**Run 1: routed metal, one colour a layer**

The bar under the picture is 100 µm long.
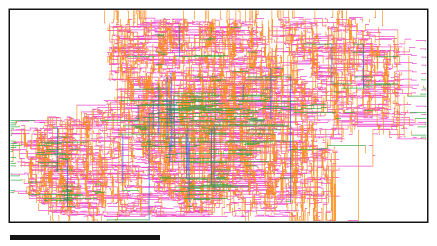
**Run 1: pin placement**

Pins as bars across the die edge, other pins in grey.
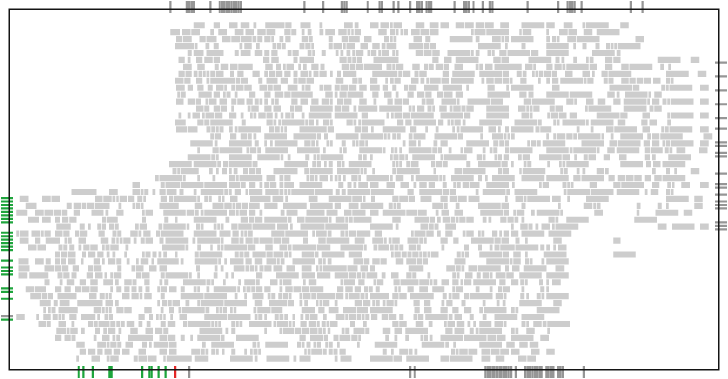
**Run 1: routing congestion map**

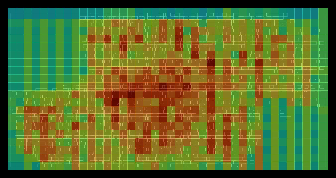
### src/rtl/seq_divider_32bit.sv
// Multi-cycle signed restoring divider sharing the adder's negate-flag operand convention.
// Optional macro DIV_EARLY_OUT_EN: finish in one cycle when |a| < |b|.
module seq_divider_32bit #(
  parameter int WIDTH = 32
) (
  input  logic             clk,
  input  logic             rst_n,
  input  logic             start,
  input  logic [WIDTH-1:0] operand1,
  input  logic [WIDTH-1:0] operand2,
  input  logic             neg1,
  input  logic             neg2,
  output logic             busy,
  output logic             done,
  output logic [WIDTH-1:0] quotient,
  output logic [WIDTH-1:0] remainder,
  output logic             div_zero
);

  localparam int CW = $clog2(WIDTH + 1);

  typedef enum logic [1:0] {IDLE, CALC, FIX} state_t;

  state_t state, state_next;

  logic [WIDTH-1:0] a_val, b_val, abs_a_in, abs_b_in;
  logic             b_is_zero, early_out;

  logic [WIDTH-1:0] dividend, divisor, rem, q;
  logic [CW-1:0]    count;
  logic             sign_q, sign_r, dz_pend;
  logic [WIDTH:0]   shifted, diff;

  always_comb begin
    a_val     = neg1 ? -operand1 : operand1;
    b_val     = neg2 ? -operand2 : operand2;
    abs_a_in  = a_val[WIDTH-1] ? -a_val : a_val;
    abs_b_in  = b_val[WIDTH-1] ? -b_val : b_val;
    b_is_zero = (b_val == '0);
  end

`ifdef DIV_EARLY_OUT_EN
  assign early_out = !b_is_zero && (abs_a_in < abs_b_in);
`else
  assign early_out = 1'b0;
`endif

  // Restoring step: a negative difference (bit WIDTH set) means keep the shifted value.
  assign shifted = {rem, dividend[WIDTH-1]};
  assign diff    = shifted - {1'b0, divisor};

  always_ff @(posedge clk or negedge rst_n) begin
    if (!rst_n) state <= IDLE;
    else        state <= state_next;
  end

  always_comb begin
    state_next = state;
    busy       = 1'b0;
    case (state)
      IDLE: begin
        if (start) state_next = (b_is_zero || early_out) ? FIX : CALC;
      end
      CALC: begin
        busy = 1'b1;
        if (count == CW'(WIDTH - 1)) state_next = FIX;
      end
      FIX:     state_next = IDLE;
      default: state_next = IDLE;
    endcase
  end

  always_ff @(posedge clk or negedge rst_n) begin
    if (!rst_n) begin
      dividend  <= '0;
      divisor   <= '0;
      rem       <= '0;
      q         <= '0;
      count     <= '0;
      sign_q    <= 1'b0;
      sign_r    <= 1'b0;
      dz_pend   <= 1'b0;
      done      <= 1'b0;
      quotient  <= '0;
      remainder <= '0;
      div_zero  <= 1'b0;
    end else begin
      done <= 1'b0;
      case (state)
        IDLE: begin
          if (start) begin
            dividend <= abs_a_in;
            divisor  <= abs_b_in;
            q        <= '0;
            count    <= '0;
            sign_q   <= a_val[WIDTH-1] ^ b_val[WIDTH-1];
            sign_r   <= a_val[WIDTH-1];
            dz_pend  <= b_is_zero;
            // Short paths skip CALC, so the remainder is simply |a|.
            rem      <= (b_is_zero || early_out) ? abs_a_in : '0;
          end
        end
        CALC: begin
          dividend <= dividend << 1;
          q        <= {q[WIDTH-2:0], ~diff[WIDTH]};
          rem      <= diff[WIDTH] ? shifted[WIDTH-1:0] : diff[WIDTH-1:0];
          count    <= count + CW'(1);
        end
        FIX: begin
          quotient  <= dz_pend ? '1 : (sign_q ? -q : q);
          remainder <= sign_r ? -rem : rem;
          div_zero  <= dz_pend;
          done      <= 1'b1;
        end
        default: ;
      endcase
    end
  end

endmodule
### config.mk
export PLATFORM = sky130hd
export DESIGN_NAME = seq_divider_32bit
export DESIGN_NICKNAME = d
export VERILOG_FILES = /design/src/rtl/seq_divider_32bit.sv
export SDC_FILE = /design/constraint.sdc
export NUM_CORES = 1
export LEC_CHECK = 0
export ABC_CLOCK_PERIOD_IN_PS = 3500
export CAP_MARGIN = 20
export CORE_ASPECT_RATIO = 0.5
export CORE_MARGIN = 2
export CORE_UTILIZATION = 40
export DETAILED_ROUTE_END_ITERATION = 10
export GPL_TIMING_DRIVEN = 0
export PLACE_DENSITY = 0.66
export SKIP_CTS_REPAIR_TIMING = 1
export SYNTH_ARGS = -nofsm -noshare
export SYNTH_HDL_FRONTEND = slang
export SYNTH_SLANG_ARGS = --single-unit
### constraint.sdc
create_clock -name clk -period 3.5 [get_ports clk]
set_input_delay 0.35 -clock clk [delete_from_list [all_inputs] [get_ports clk]]
set_output_delay 0.35 -clock clk [all_outputs]
set_load 0.05 [all_outputs]
==> run_results.csv, run 1 <==
group,metric,value,unit
hold_path,min-delay-start,"operand1[0]",
die,die-area,39000,µm²
final_timing,worst_pin_slew,924,ps
cells_and_area,final_cell_mix,"234 x nand2_1, 199 x dfrtp_1, 155 x o21ai_0",
cells_and_area,layout-drive-gt1-share,13.6,%
cts,cts_buffers,23,
yosys,avgSynthCellArea,8.37,µm²
cells_and_area,n_all_buffers,297,
die,fp_util,41.1,%
cells_and_area,seq_share,27.3,%
global_routing,gr-total-overflow,0,
cts,clockBufferDepth,3,
final_timing,fin_ws,-187,ps
power_and_ir_drop,p_seq_share,23.0,%
cells_and_area,n_antenna_cell,0,
yosys,synth_cells,1784,
yosys,synth_cell_types,92,
cells_and_area,mostFrequentLayoutCell,"nand2_1",
setup_path,cp_num_cells,17,
yosys,fp_nets,1892,
drt,dr_wl_met2,20300,µm
power_and_ir_drop,p_comb_share,63.8,%
power_and_ir_drop,powerSeq,4.46,mW
yosys,fa_ha_area_share,3.32,%
setup_path,path_class,"reg2reg",
setup_path,path_delay_family,"AND-OR/OR-AND gates",
drt,route.met3.wl,3110,µm
status,status,"complete, but fails checks",
cells_and_area,seqCellArea,5140,µm²
yosys,ff_type,"dfrtp_1",
drt,drc,0,
drt,wl_met1,22600,µm
cells_and_area,mi_logic_area,9690,µm²
yosys,synth_flops,205,
final_timing,maxSlewViolCount,0,
drt,top_layer,"met4",
setup_path,crit_start,"dividend[31]",
final_timing,max_freq,271,MHz
final_timing,period_used_share,105,%
yosys,enable_flop_cells,0,
drt,dr.pass1.iters,5,
yosys,yosysTopAreaCell,"dfrtp_1",
setup_path,r2r_start,"dividend[31]",
power_and_ir_drop,cellPowerDensity,1030,nW/µm²
power_and_ir_drop,p_clk_share,13.1,%
setup_path,r2r_cells,17,
global_routing,grt_antenna_before_repair,0,
setup_path,cp.arrival,4100,ps
setup_path,cpMaxStageDelayCell,"a311oi_4",
drt,final_antenna_net_count,0,
setup_path,r2r-end,"rem[4]",
setup_path,path_cells,"inv_2 > ha_4 > inv_2 > fa_2 > a211oi_2 > o21a_2 > a211oi_4 > o22ai_4 > nor4_4 > o311a_1 > a311oi_4 > buf_6 > buf_12 > buf_6 > mux2_4 > nand2_2 > a2bb2oi_2",
power_and_ir_drop,pg_comb,12.4,mW
final_timing,holdWs,305,ps
yosys,async_reset_ff_share,100,%
global_routing,grt.met2_usage,33.5,%
final_timing,slew-limit-headroom,37.6,%
yosys,ys_area,14900,µm²
cells_and_area,nets,2096,
die,pin_count,136,
cts,cts-root-buf,"clkbuf_16",
yosys,most_common_cell,"nand2_1",
yosys,synthTopCellsByArea,"dfrtp_1 34%, xor2_1 7.3%, nand2_1 6.1%",
cts,insertion_delay,540,ps
hold_path,min_delay_path_depth,4,
yosys,top_cell_area_share,34.4,%
cts,cts_tree,"done",
cts,cts_sinks,205,
yosys,simple_gate_share,18.8,%
cts,path_clk_slew,70,ps
yosys,synth_seq_share,34.4,%
setup_path,crit_end,"rem[4]",
power_and_ir_drop,peakVddDrop,0.424,mV
status,violations,"setup timing",
placement,routabilityCongestion,0.926,
placement,detailed_place_hpwl,34600,µm
setup_path,required,3910,ps
cells_and_area,comb_area_share,51.6,%
global_routing,grt_pass1_vias,12847,
yosys,xor_share,12.7,%
setup_path,start_kind,"register",
die,core-area,36400,µm²
hold_path,whs_endpoint,"dividend[0]",
cells_and_area,buf_share,12.5,%
cells_and_area,dominant_cells,"multi-input combinational cells",
yosys,logic_family,"AND-OR/OR-AND gates",
cells_and_area,nClkBuffers,31,
final_timing,setup-violations-final,32,
power_and_ir_drop,leakagePower,7.81,nW
setup_path,cp.buffers_inverters,5,
cells_and_area,final_util,51.7,%
power_and_ir_drop,pg_clk,2.54,mW
cts,h-tree-depth,1,
drt,drt_iter0_drc,1238,
job,warnings,32,
cells_and_area,n_all_inverters,58,
yosys,compound_area_share,23.5,%
power_and_ir_drop,p_int,9.90,mW
cells_and_area,syn2layout_area_growth,25.9,%
cells_and_area,comb.multi_input.count,1403,
setup_path,max_stage_delay,450,ps
final_timing,hold_violations,0,
cells_and_area,clock_area_share,4.23,%
yosys,ys_top_cells_by_count,"241 x nand2_1, 205 x dfrtp_1, 165 x o21ai_0, 125 x xor2_1, 120 x nor2_1",
setup_path,ff2ff_setup_slack,-190,ps
yosys,synth_area,14900,µm²
final_timing,rsz0062_at_grt,"yes",
## Picture notes: 'routed metal, one colour a layer'
[blue] met4 | wire length: 749 µm
[green] met3 | wire length: 3110 µm
[magenta] met1 | wire length: 22.6 mm
[orange] met2 | wire length: 20.3 mm
drt wl/cell: 18.8 µm
DR vias: 14330
Global Route Usage Sum: 22.7%
final WL: 46700 µm

## Picture notes: 'pin placement'
[red] `clk` | pins: 1 | direction: input | edge: bottom
[green] `operand2` | pins: 32 | direction: input | edge: 22 left, 10 bottom
all pins by edge: 50 top, 43 bottom, 23 left, 20 right
width of the die: 277 µm
PortBufs: 120
die height: 141 µm

## Picture notes: 'routing congestion map'
GR Layer Usage met3: 3.76%
GR Util met1: 34.8%
busiest grt layer: met1

-- run 1: sequential cells by signal, indices dropped and copies added, names as in the netlist --
name,count
div_zero,1
divisor,32
done,1
dividend,32
count,6
dz_pend,1
sign_q,1
quotient,32
remainder,32
rem,32
sign_r,1
q,32
state,2
-- run 1: metrics by stage --
stage	setup slack (ps)	instances	total power [mW]	TNS (ps)	instance area, µm²
3_3_place_gp	-6630	2388	15.1	-1427360	16800
4_1_cts	-776	2431	17.8	-30480	17600
3_5_place_dp	-1340	2389	15.2	-74810	16800
5_1_grt	-248	2489	20.6	-5550	18800
2_1_floorplan	9.54	1784	12.0	0	15000
6_report	-187	2489	19.4	-3750	18800
**Run 1: wiring heat map**

The bar under the picture is 100 µm long. The die is cut into 28 by 14 equal tiles; dark blue is low, red is high, scaled to the fullest tile. Values are wire area over tile area, all layers added.
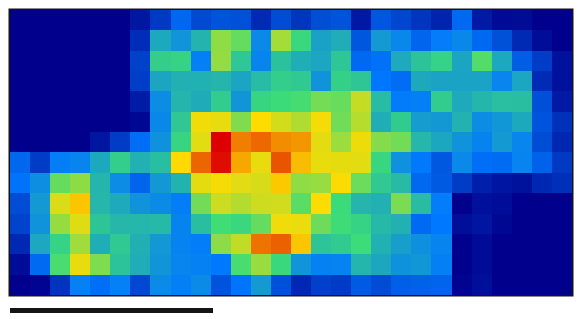

--- run 2 (diff from run 1) ---
SLEW_MARGIN = 20   (was default)
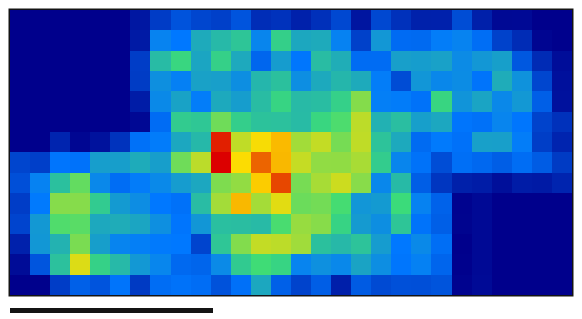
**Above:** run 2 (wiring heat map).
The bar under the picture is 100 µm long. The die is cut into 28 by 14 equal tiles; dark blue is low, red is high, scaled to the fullest tile. Values are wire area over tile area, all layers added.
tiles over half the peak: 13%
emptiest ninth of the die: top left
fullest tile: 0.72
nearly empty tiles: 20%
densest ninth of the die: middle
final WL: 46900 µm
Global Route Usage Sum: 22.7%
DR vias: 14328
drt wl/cell: 18.9 µm

==> run 2 against run 1 <==
  * The flow still finishes with violations (setup timing)
  * Routed wire length rose by 0.41%
  * Worst setup slack improved by 110 ps
  * Synthesized cell count did not move
  * Utilization fell by 0.38 points
  * Sequential share of layout area rose by 0.22 points
  * Worst hold slack got worse by 74 ps
  * Register-to-register slack improved by 110 ps
  * Highest routed layer unchanged
  * Largest power group unchanged
  * Clock power fell by 8.7%
==> run_results.csv, run 2 <==
group,metric,value,unit
yosys,simple_gate_share,18.8,%
placement,place_ws,-1330,ps
cells_and_area,final_cell_mix,"238 x nand2_1, 196 x dfrtp_1, 156 x o21ai_0",
final_timing,period_used_share,102,%
cts,h-tree-depth,1,
die,die_height,141,µm
setup_path,start_kind,"register",
yosys,synth_cell_types,92,
drt,dr.pass1.iters,5,
drt,top_layer,"met4",
placement,routabilityCongestion,0.926,
final_timing,setup-violations-final,8,
yosys,synth_area,14900,µm²
power_and_ir_drop,peakVddDrop,0.443,mV
final_timing,hold_violations,0,
yosys,ys_top_cells_by_count,"241 x nand2_1, 205 x dfrtp_1, 165 x o21ai_0, 125 x xor2_1, 120 x nor2_1",
drt,final_antenna_net_count,0,
yosys,fp_nets,1892,
setup_path,required,3910,ps
setup_path,r2r_start,"dividend[31]",
cells_and_area,stdcell_area,18700,µm²
final_timing,finalSetupTns,-240,ps
yosys,enable_flop_cells,0,
cts,path_clk_slew,60,ps
setup_path,cp.arrival,3980,ps
setup_path,max_stage_delay,410,ps
cells_and_area,mostFrequentLayoutCell,"nand2_1",
setup_path,cpMostUsedCell,"inv_2",
final_timing,rsz0062_at_grt,"yes",
yosys,ff_type,"dfrtp_1",
yosys,ys_area,14900,µm²
yosys,synthTopCellsByArea,"dfrtp_1 34%, xor2_1 7.3%, nand2_1 6.1%",
cells_and_area,layout-drive-gt1-share,12.9,%
yosys,synth_flops,205,
cells_and_area,nets,2093,
cts,insertion_delay,530,ps
drt,dr_wl_met2,20300,µm
drt,drt_iter0_drc,1068,
yosys,synth_cells,1784,
final_timing,worst_pin_slew,842,ps
drt,drc,0,
cells_and_area,instances_no_fill,2484,
cts,cts_tree,"done",
placement,detailed_place_hpwl,34600,µm
cts,clockBufferDepth,3,
yosys,logic_family,"AND-OR/OR-AND gates",
die,fp_util,41.1,%
setup_path,path_cells,"inv_2 > ha_4 > inv_2 > fa_2 > a211oi_2 > o21a_2 > a211oi_4 > o22ai_4 > nor4_4 > o311a_1 > a311oi_4 > buf_6 > buf_8 > mux2_4 > a221oi_2 > nor2_1",
yosys,fa_ha_area_share,3.32,%
setup_path,cpMaxStageDelayCell,"fa_2",
yosys,synth_seq_share,34.4,%
status,status,"complete, but fails checks",
final_timing,fin_ws,-73.0,ps
cells_and_area,n_antenna_cell,0,
cells_and_area,syn2layout_area_growth,25.0,%
yosys,top_cell_area_share,34.4,%
setup_path,r2r-end,"rem[19]",
setup_path,crit_start,"dividend[31]",
power_and_ir_drop,cellPowerDensity,1020,nW/µm²
yosys,most_common_cell,"nand2_1",
yosys,yosysTopAreaCell,"dfrtp_1",
global_routing,grt_antenna_before_repair,0,
setup_path,ff2ff_setup_slack,-70,ps
power_and_ir_drop,leakagePower,7.77,nW
global_routing,busiest_layer,"met1",
drt,wl_met1,22500,µm
placement,portBuffers,120,
die,core-area,36400,µm²
die,chipWidth,277,µm
yosys,compound_area_share,23.5,%
drt,route.met3.wl,3330,µm
placement,place_area,16800,µm²
job,warnings,28,
final_timing,holdWs,231,ps
setup_path,r2r_cells,16,
job,cap_violations,0,
die,pin_count,136,
setup_path,crit_end,"rem[19]",
setup_path,path_class,"reg2reg",
final_timing,slew-limit-headroom,43.2,%
final_timing,maxSlewViolCount,0,
global_routing,gr-total-overflow,0,
global_routing,grt_pass1_vias,12945,
cts,cts-root-buf,"clkbuf_16",
placement,placed_cells,2390,
cts,cts_buffers,23,
final_timing,max_freq,280,MHz
cts,cts_sinks,205,
yosys,async_reset_ff_share,100,%
die,die-area,39000,µm²
status,violations,"setup timing",
yosys,xor_share,12.7,%
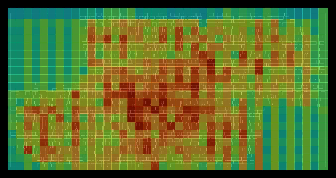
**Above:** run 2 (routing congestion map).
Core Util, Final: 51.3%
GR Layer Usage met3: 3.84%
met2 usage: 33.6%

==> run 2: final cells by class <==
type	count	area, µm²
flip-flops and latches	205	5140
multi-input cells	1403	9660
well taps	484	606
plain buffers	117	553
clock inverters	6	40.0
fillers	3460	17700
clock buffers	34	657
inverters	58	220
repair buffers	177	1780
==> run 2: power by group <==
part           internal (mW)  total (mW)  leakage [nW]  switching (mW)
logic                   4.91        12.3          4.87            7.37
clock network           1.30        2.32         0.341            1.02
registers               3.45        4.46          2.56            1.01
total                   9.65        19.1          7.77            9.40
==> run 2: worst max-delay path, delay by kind of cell, from the launching register on <==
kind,cells,cell delay (ps)
AND-OR/OR-AND,7,1590
adder cells (fa/ha/maj),2,550
buffers and inverters,4,480
flip-flops,1,400
multiplexers,1,310
AND/OR/NAND/NOR,2,120
Power and IR drop assume default switching activity.
